Figure 1. Clock distribution.
Scale: 3 px per um.
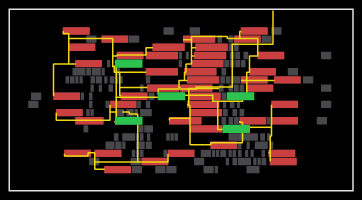
Figure 2. Register map, names as in the netlist.
Scale: 6 px per um. Other sequential cells in the stronger gray, the rest of the logic in the fainter gray.
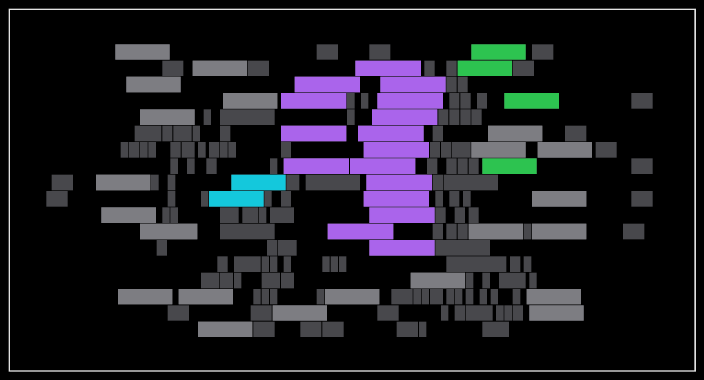
Figure 3. Routing congestion map.
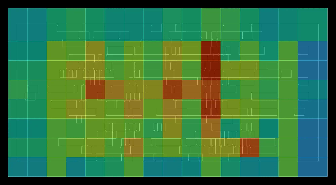
Figure 4. A small window of the routed layout.
Window x 76 to 96, y 5 to 25 um. Cells in gray, sequential cells in the stronger gray; small squares are vias.
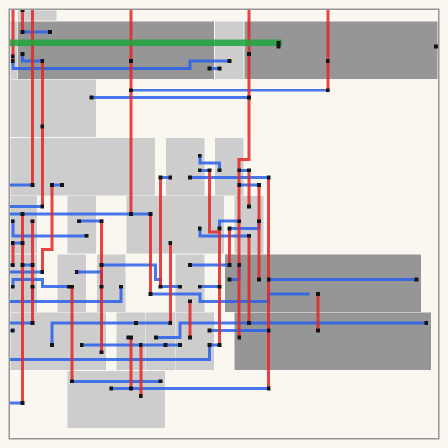
==> config.mk <==
export PLATFORM = sky130hd
export DESIGN_NAME = ticket_issuer
export DESIGN_NICKNAME = d
export VERILOG_FILES = /design/src/rtl/ticket_pkg.sv /design/src/rtl/ticket_fifo.sv /design/src/rtl/ticket_issuer.sv
export SDC_FILE = /design/constraint.sdc
export NUM_CORES = 1
export LEC_CHECK = 0
export ABC_AREA = 1
export CAP_MARGIN = 20
export CORE_ASPECT_RATIO = 0.5
export CORE_MARGIN = 3
export CORE_UTILIZATION = 30
export DETAILED_ROUTE_END_ITERATION = 8
export GPL_ROUTABILITY_DRIVEN = 0
export HOLD_SLACK_MARGIN = 0.03
export PLACE_DENSITY_LB_ADDON = 0.2
export SKIP_LAST_GASP = 1
export SYNTH_ARGS = -nofsm -noshare
export SYNTH_HDL_FRONTEND = slang
export SYNTH_SLANG_ARGS = --single-unit
==> constraint.sdc <==
create_clock -name clk -period 4.25 [get_ports clk]
set_input_delay 0.85 -clock clk [delete_from_list [all_inputs] [get_ports clk]]
set_output_delay 0.85 -clock clk [all_outputs]
set_load 0.01 [all_outputs]
==> results.toml <==
# flow metrics
[run_status]
status = "finished clean"

[sta]
relSlewSlack_pct = 58.5
tightest_slew_ns = 0.621

[cells_and_area]
largest_register_ffs = 16
area_delta_synth_final_pct = 25.8

[floorplanning]
row_count = 18
dieArea_um2 = 6850

[drt]
vias = 1099
drt_iter0_markers = 37
drt_wl_total_mm = 3.06

[synth]
top_cell = "dfrtp_1"
synth_stat.cells = 154
yosysTopAreaCell = "dfrtp_1"
syn_inst = 154
yosys-stat-area_um2 = 1750
syn-num-nets = 167
synth_area_um2 = 1750

[global_route]
grt_pass1_wl_mm = 4.93
antenna_found_initial = 0

[placement]
port_buffers = 22

[cts]
cts_root_buffer = "clkbuf_16"
cts_tree = "done"
cts_buffer_depth = 2
clkSinkCount = 44
path_clk_slew_ns = 0.06

[worst_setup_path]
required_ns = 4.19
r2r_setup_slack_ns = 2.28
end_kind = "flop"

[power]
finalPower_mw = 1.48
Back to the opening pictures, Figure 1:
[cells driving clock nets] green | count: 5
[clock wires] yellow | length: 535 um
[flip-flops] red | count: 44
routed clock nets	6
clk_skew: 0.00215 ns
Clk Latency, worst-skew pair: 0.28 ns

Back to the opening pictures, Figure 2:
signal	color	flops
`out_num`	green	4
`u_fifo.r_mem`	purple	16
`u_fifo.r_wr_ptr`	cyan	2
not colored	22
fin util: 41.8%
P_seq: 686 uW
sequential share of cell area: 53.7%

Back to the opening pictures, Figure 3:
met3 Track Usage GR: 3.03%
met2 usage: 14.1%
Tot GR Track Use: 9.64%
busiest grt layer: met2
WL/cell: 12.1 um

Back to the opening pictures, Figure 4:
layer	color
met2	red
met3	green
met1	blue
cells with their middle in the window	21
most frequent	nand2_1 (5), inv_1 (4), dfrtp_1 (4)
sequential cells in the window	4

placed cells by master (no fill, tap or decap):
master,netlist,routed
o21ai_2,1,1
clkinv_4,0,1
nor3_1,1,1
clkinv_2,0,2
ha_1,5,5
buf_16,0,1
dfstp_2,1,1
nand2_4,1,1
nand3_1,21,21
nand4_1,1,1
dfrtp_1,27,27
nor2_1,9,9
buf_2,2,1
or2_2,1,1
xnor2_1,2,2
clkinv_1,2,2
xor2_1,2,2
nand2_2,1,1
o21ai_0,4,4
a21boi_0,1,1
nor2_2,2,2
edfxtp_1,16,16
inv_1,18,18
nand2_1,23,23
a21oi_1,11,11
clkbuf_16,0,5
clkdlybuf4s50_1,0,22
worst max-delay path, cell delays in order:
cell	delay (ns)
clkdlybuf4s50_1	0.50
inv_1	0.05
nand2_1	0.11
nor2_1	0.07
nor2_2	0.37
nand2_4	0.08
nor2_2	0.36
metrics by stage:
stage / instances / utilization, % / worst slack (ns)
2_1_floorplan: 154 / - / 2.12
3_3_place_gp: 242 / 38.5 / 1.39
3_5_place_dp: 242 / 38.5 / 1.40
4_1_cts: 250 / 41.2 / 1.69
5_1_grt: 252 / 41.8 / 1.61
6_report: 252 / 41.8 / 1.80
routing by layer:
| layer | routed length (um) | global-route usage (%) | share of wire (%) |
|---|---|---|---|
| met5 | 0 | 0 | 0 |
| met4 | 34 | 4.06 | 1.1 |
| met3 | 139 | 3.03 | 4.5 |
| met2 | 1270 | 14.1 | 42 |
| met1 | 1610 | 13.3 | 53 |
power by group:
part | internal, mW | switching [mW] | leakage [nW]
sequential | 0.593 | 0.0929 | 0.511
clock | 0.216 | 0.152 | 0.0736
combinational | 0.197 | 0.232 | 0.396
total | 1.01 | 0.477 | 0.980
layout make-up:
type / count / area share [%]
sequential: 44 / 53.7
inverter: 20 / 3.41
clock inverter: 3 / 0.852
timing repair buffer: 24 / 11.5
multi-input combinational: 86 / 21.0
clock buffer: 5 / 5.68
tap: 70 / 3.98
cell families (layout without fill, tap and decap cells):
| kind of cell | after synthesis | after routing | synth area share, % |
|---|---|---|---|
| DFF | 44 | 44 | 67.5 |
| xor gates and xnor gates | 4 | 4 | 2.00 |
| and+or+nand+nor | 60 | 60 | 15.6 |
| AOI/OAI and AO/OA | 17 | 17 | 5.21 |
| adders and majority gates | 5 | 5 | 3.57 |
| buffers and inverters | 24 | 52 | 6.14 |
Power and IR drop assume default switching activity.
